==> src/rtl/fetch_pkg.sv <==
// Shared encodings for the instruction fetch unit: FSM states and special instruction words.
// The FAULT state exists only when FETCH_FAULT_CHECK_EN is defined.
package fetch_pkg;

  typedef enum logic [1:0] {
    S_RUN    = 2'd0,
    S_DRAIN  = 2'd1,
    S_HALTED = 2'd2
`ifdef FETCH_FAULT_CHECK_EN
    ,
    S_FAULT  = 2'd3
`endif
  } fetch_state_e;

  localparam logic [31:0] EBREAK_WORD = 32'h0010_0073;
  localparam logic [31:0] NOP_WORD    = 32'h0000_0013;

endpackage

==> src/rtl/instruction_fetch_unit.sv <==
// Single-entry instruction fetch stage with redirect, EBREAK drain/halt and optional
// fetch fault checking (enabled by defining FETCH_FAULT_CHECK_EN).
module instruction_fetch_unit
  import fetch_pkg::*;
#(
  parameter logic [31:0] RESET_PC  = 32'h0000_0000,
  parameter int unsigned MEM_WORDS = 32
) (
  input  logic         Clock,
  input  logic         Reset,
  input  logic         Redirect,
  input  logic [31:0]  RedirectTarget,
  input  logic         InstrReady,
  input  logic [31:0]  Instruction,
  output logic [31:0]  ReadAddress,
  output logic         InstrValid,
  output logic [31:0]  InstrOut,
  output logic [31:0]  InstrPC,
  output logic         Halted,
`ifdef FETCH_FAULT_CHECK_EN
  output logic         Fault,
`endif
  output fetch_state_e state_dbg
);

  // Handshake: an instruction transfers to decode on a rising edge where InstrValid
  // and InstrReady are both high; InstrReady is ignored while InstrValid is low.

  fetch_state_e state, state_n;
  logic [31:0]  pc, pc_n;
  logic         valid_n;
  logic [31:0]  out_n, ipc_n;
  logic         can_load;

  assign can_load = !InstrValid || InstrReady;

`ifdef FETCH_FAULT_CHECK_EN
  logic pc_bad;
  assign ReadAddress = pc >> 2;
  assign pc_bad      = (pc[1:0] != 2'b00) || (ReadAddress >= 32'(MEM_WORDS));
  assign Fault       = (state == S_FAULT);
`else
  // Low PC bits are dropped by the shift; the index wraps onto the memory depth.
  assign ReadAddress = (pc >> 2) % 32'(MEM_WORDS);
`endif

  assign Halted    = (state == S_HALTED);
  assign state_dbg = state;

  always_ff @(posedge Clock) begin
    if (Reset) begin
      state      <= S_RUN;
      pc         <= RESET_PC;
      InstrValid <= 1'b0;
      InstrOut   <= NOP_WORD;
      InstrPC    <= 32'h0;
    end else begin
      state      <= state_n;
      pc         <= pc_n;
      InstrValid <= valid_n;
      InstrOut   <= out_n;
      InstrPC    <= ipc_n;
    end
  end

  always_comb begin
    state_n = state;
    pc_n    = pc;
    valid_n = InstrValid;
    out_n   = InstrOut;
    ipc_n   = InstrPC;
    if (Redirect) begin
      // Redirect discards the current output even if decode is accepting it.
      state_n = S_RUN;
      pc_n    = RedirectTarget;
      valid_n = 1'b0;
    end else begin
      case (state)
        S_RUN: begin
`ifdef FETCH_FAULT_CHECK_EN
          if (can_load && pc_bad) begin
            state_n = S_FAULT;
            valid_n = 1'b0;
          end else
`endif
          if (can_load) begin
            valid_n = 1'b1;
            out_n   = Instruction;
            ipc_n   = pc;
            pc_n    = pc + 32'd4;
            if (Instruction == EBREAK_WORD) state_n = S_DRAIN;
          end
        end
        S_DRAIN: begin
          if (InstrReady) begin
            state_n = S_HALTED;
            valid_n = 1'b0;
          end
        end
        S_HALTED: valid_n = 1'b0;
`ifdef FETCH_FAULT_CHECK_EN
        S_FAULT:  valid_n = 1'b0;
`endif
        default:  state_n = S_RUN;
      endcase
    end
  end

endmodule
==> config.mk <==
export PLATFORM = sky130hd
export DESIGN_NAME = instruction_fetch_unit
export DESIGN_NICKNAME = d
export VERILOG_FILES = /design/src/rtl/fetch_pkg.sv /design/src/rtl/instruction_fetch_unit.sv
export SDC_FILE = /design/constraint.sdc
export NUM_CORES = 1
export LEC_CHECK = 0
export CAP_MARGIN = 30
export CELL_PAD_IN_SITES_DETAIL_PLACEMENT = 0
export CELL_PAD_IN_SITES_GLOBAL_PLACEMENT = 1
export CORE_MARGIN = 2
export CORE_UTILIZATION = 32
export DETAILED_ROUTE_END_ITERATION = 16
export PLACE_DENSITY_LB_ADDON = 0.1
export SLEW_MARGIN = 30
export SYNTH_ARGS = -nofsm -noshare
export SYNTH_HDL_FRONTEND = slang
export SYNTH_SLANG_ARGS = --single-unit
export TNS_END_PERCENT = 30
==> constraint.sdc <==
create_clock -name Clock -period 2.3 [get_ports Clock]
set_clock_uncertainty 0.2 [all_clocks]
set_input_delay 0.46 -clock Clock [delete_from_list [all_inputs] [get_ports Clock]]
set_output_delay 0.46 -clock Clock [all_outputs]
set_load 0.01 [all_outputs]
==> run_1/layer_met1.png <==
(3 px per µm) Supply wires on this layer in gray.
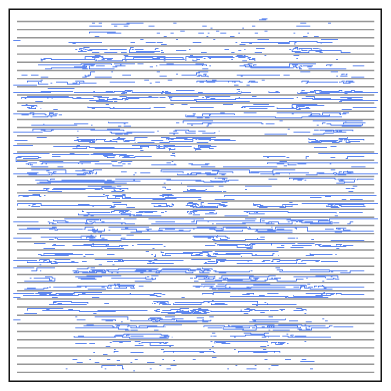
longest straight run: 50.6 µm
nets with wire on the layer: 677
share of all routed wire: 47%
wire length on this layer: 6050 µm
Via Count: 4237
met1 GRT Util: 22.70%
final wirelength: 12770 µm

==> run_1/layer_met2.png <==
(2 px per µm)
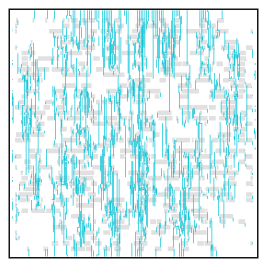
wire length on this layer: 5890 µm
longest straight run: 51.0 µm
met2 capacity usage during global routing: 26.34%

==> run_1/layer_met3.png <==
(3 px per µm)
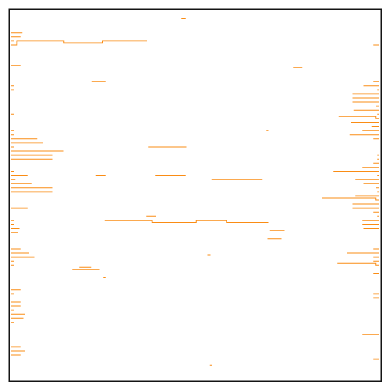
wire length on this layer: 579 µm
longest straight run: 17.7 µm
share of all routed wire: 4.5%
main direction: horizontal
grt met3 use: 3.413%

==> run_1/layer_met4.png <==
(3 px per µm) Supply wires on this layer in gray.
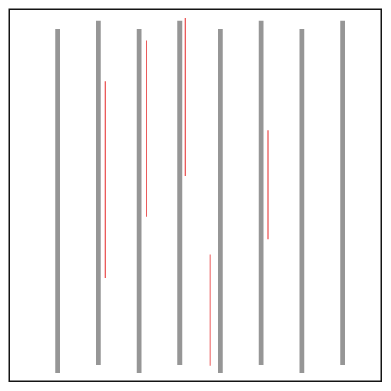
nets with wire on the layer: 4
share of all routed wire: 2.0%

==> summary.txt, run 1 <==
The synthesis and place-and-route flow finished, so here is a summary.

The total track usage came out at 16.92%. The delay contributed by the slowest stage of the critical path came out at 0.56 ns. The proportion of netlist area held by the largest area contributor came out at 43.36%. The critical path required time is 1.64 ns. The cell family contributing the most delay on the critical path is buffers and inverters. Sorting the synthesized cells by area gives the leading types as dfxtp_1 43%, nand2_1 13%, a21oi_1 7.8%, buf_4 5.4%, xnor2_1 3.8%. The area used by multi-input combinational logic came out at 2276 µm². The final layout reports a setup TNS of 0 ns. The share of synthesized area spent on multiplexers is 0.8760%. The number of antenna violations at the first check in global routing came out at 0. The ratio of total power to cell area is 637.5 nW/µm².

The basic-gate share of the synthesized area counting and, or, nand and nor cells came out at 27.27%. The finished layout cell area came out at 6525 µm². The post-place instance area is 6162 µm². For reference, the post-synthesis area per instance comes to 8.005 µm². Following the worst setup path forward leads to its endpoint at Halted. The clock input transition at the sequential cells of the worst setup and hold paths came out at 0.06 ns. The critical path is of the reg -> out type.

The script logs the ratio of routed vias to standard cells as 4.724. The final setup violation count came out at 0. The area of the die came out at 15250 µm². The worst setup path is captured at an output port. Per the post-place timing report, worst setup slack is -0.1477 ns. The min-delay analysis places its worst path in the category reg -> reg. The number of inserted filler cells in the final layout came out at 1389.

The largest individual stage delay along the critical path comes from the cell clkdlybuf4s50_1. The worst flop-to-flop path startpoint is pc[3]. The clock passes through at most 2 buffers. For reference, the final report shows the hold violation count at 0. The hold-critical path depth came out at 2.

The run finished with clean final reports.
## run 1: cell usage in the layout (no fill, tap or decap), types with 3 or more instances in the layout
master           count
clkdlybuf4s50_1    139
a211oi_1            11
xnor2_1             20
o21ai_0              9
conb_1              27
nand2_1            158
nor4_2               3
dfxtp_1             98
nor4_4               3
nand3b_1             4
or3_1                6
nor3_1               7
and3_1               6
a311oi_1             6
nor4_1               7
a21oi_1             71
buf_4               27
ha_1                 4
nand2_2              3
nand4_1              5
nor2_1              26
buf_12               4
a211oi_2             3
nand3_1             11
clkbuf_16            9
mux2i_1              4
inv_1               10
nor3_2               4
## run 1: how the worst min path moves through the flow
stage / start / to / slack (ns)
after floorplan: pc[0] / InstrPC[0] / 0.23
after global placement: InstrOut[3] / InstrOut[3] / 0.24
after detailed placement: InstrOut[17] / InstrOut[17] / 0.25
after CTS: InstrOut[17] / InstrOut[17] / 0.26
after global routing: InstrPC[18] / InstrPC[18] / 0.27
final: InstrPC[18] / InstrPC[18] / 0.25
## run 1: worst reg2reg max path, delay by kind of cell (launching register included)
family / cells / cell delay, ns
xor gates and xnor gates: 1 / 0.11
DFF: 1 / 0.36
buffers and inverters: 1 / 0.17
adders and majority gates: 1 / 0.21
and+or+nand+nor: 3 / 0.79
AOI/OAI and AO/OA: 1 / 0.20
## run 1: power by group
part / switching, mW / internal, mW / total (mW)
logic: 0.282 / 0.326 / 0.608
registers: 0.0760 / 1.81 / 1.89
clock network: 0.654 / 1.01 / 1.67
total: 1.01 / 3.15 / 4.16
## run 1: cell type report
cell class                      instances  share of cell area, %
Inverter                               10                 0.5753
Multi-Input combinational cell        422                  34.88
Tap cell                              180                  3.452
Timing Repair Buffer                  170                  25.66
Clock buffer                           12                  3.931
Clock inverter                          4                  1.112
Sequential cell                        99                  30.39
==> run_1/placement.png <==
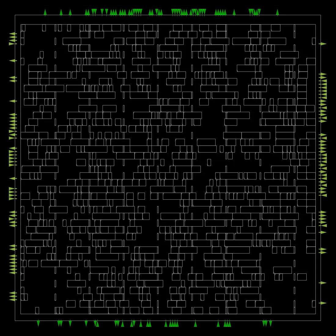

==> run 2, diff against run 1 <==
Settings changed: CORE_MARGIN 2 to 3.
==> run_2/placement.png <==
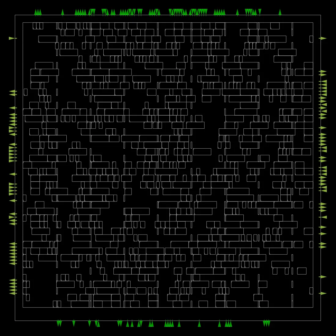
number of rows created at floorplan: 43
area inside the core boundary: 13930 µm²

==> run_2/layer_met3.png <==
(3 px per µm)
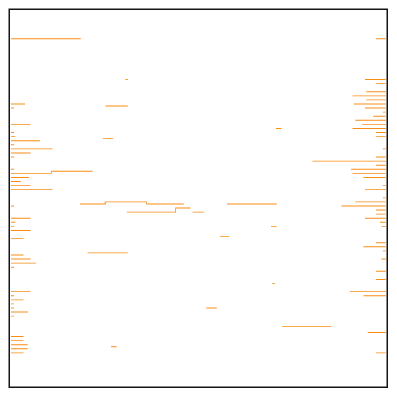
longest straight run: 24.1 µm
main direction: horizontal
wire length on this layer: 575 µm
final wirelength: 12990 µm
Via Count: 4207

==> run_2/layer_met4.png <==
(3 px per µm) Supply wires on this layer in gray.
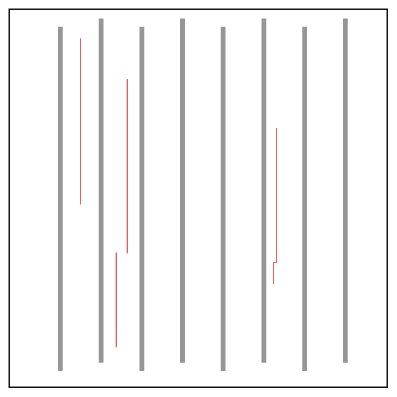
share of all routed wire: 1.5%
wire length on this layer: 197 µm
nets with wire on the layer: 2
longest straight run: 57.8 µm
main direction: vertical

==> summary.txt, run 2 <==
The synthesis and place-and-route flow finished, so here is a summary.

STA classifies the critical path endpoint as an output port. The area of the die was 15750 µm² (+3.3%). The number of hold violations in the final report is 0 (unchanged).

The most common logic cells in the final layout are 158 x nand2_1, 139 x clkdlybuf4s50_1, 98 x dfxtp_1. The cell family contributing the most delay on the critical path is buffers and inverters. The flow ran to the end, and the final reports show no timing, DRC or antenna violations. The main area contributors are dfxtp_1 43%, nand2_1 13%, a21oi_1 7.8%, buf_4 5.4%, xnor2_1 3.8%. The delay contributed by the slowest stage of the critical path came to 0.55 ns (about the same). The clock input transition at the sequential cells of the worst setup and hold paths is 0.07 ns (about the same). The proportion of power drawn by flip-flops and latches is 44.6% (-0.7 points).

The most critical min-delay path falls under reg -> reg. The met3 track demand over resource came out at 3.332% (-0.081 points). The sum of negative setup slack came out at 0 ns (unchanged). The net switching share of the total power was 23.77% (-0.55 points). The met1 usage came out at 22.14% (-0.56 points). The most critical setup path has its endpoint at Halted. The number of antenna violations at the first check in global routing is 0 (unchanged).

The setup slack after placement was -0.1389 ns (+0.008771 ns). The post-detailed-route via-to-cell ratio was 4.695 (-0.60%). The clock network fraction of total power is 41.0% (+1.0 points). The ratio of total power to cell area is 647.1 nW/µm² (+1.5%). The mean area per synthesized cell came out at 8.005 µm² (unchanged).

The critical path is of the reg -> out type. On the critical path, the stage with the largest delay is an instance of clkdlybuf4s50_1. The switching power summed over all nets came out at 1.007 mW (-0.52%). The internal power consumption came out at 3.228 mW (+2.5%). The portion of total power attributed to combinational logic came to 14.5% (about the same). The proportion of netlist area held by the largest area contributor is 43.36% (unchanged).

The number of inserted filler cells in the final layout came out at 1359 (-2.2%). The maximum clock path buffer count is 2 (unchanged).
[run 2: area by class of cell]
type,instances,area [µm²],area share (%)
Clock inverter,5,100.1,1.530
Clock buffer,11,242.7,3.709
Sequential cell,99,1983,30.31
Inverter,10,37.54,0.5736
Tap cell,180,225.2,3.442
Multi-Input combinational cell,422,2276,34.78
Timing Repair Buffer,169,1679,25.66
[run 2: power groups by stage]
stage	clock network [mW]	logic (mW)	registers (mW)
after floorplan	0	0.287	1.94
after global placement	0	0.613	1.92
after detailed placement	0	0.618	1.93
after CTS	1.79	0.620	1.89
after global routing	1.86	0.673	1.90
final	1.74	0.613	1.89
[run 2: cell families (layout without fill, tap and decap cells)]
kind of cell             Yosys count  in the layout  synth area share (%)
buffers and inverters             76            195                 9.307
multiplexers                       4              4                0.8760
flip-flops                        99             99                 43.36
AND/OR/NAND/NOR                  258            258                 27.27
AND-OR/OR-AND                    107            107                 13.71
adder cells (fa/ha/maj)            5              5                 1.369
other                              1             27               0.08205
XOR/XNOR                          21             21                 4.024
[run 2: worst min path at each step]
| stage | end | depth (start not counted) | from | slack [ns] |
|---|---|---|---|---|
| after floorplan | InstrPC[0] | 2 | pc[0] | 0.23 |
| after global placement | InstrOut[15] | 2 | InstrOut[15] | 0.24 |
| after detailed placement | InstrOut[15] | 2 | InstrOut[15] | 0.25 |
| after CTS | InstrOut[15] | 2 | InstrOut[15] | 0.26 |
| after global routing | InstrOut[16] | 2 | InstrOut[16] | 0.28 |
| final | InstrPC[2] | 2 | InstrPC[2] | 0.26 |
[run 2: through the flow]
stage	hold slack, ns	power, mW	instance area, µm²
final	0.2551	4.235	6544
after global routing	0.2795	4.432	6544
after CTS	0.2554	4.298	6510
after detailed placement	0.2458	2.543	6167
after global placement	0.2421	2.536	6167
after floorplan	0.2312	2.225	4668
No activity file was given, so power comes from the tool's default toggle rates.
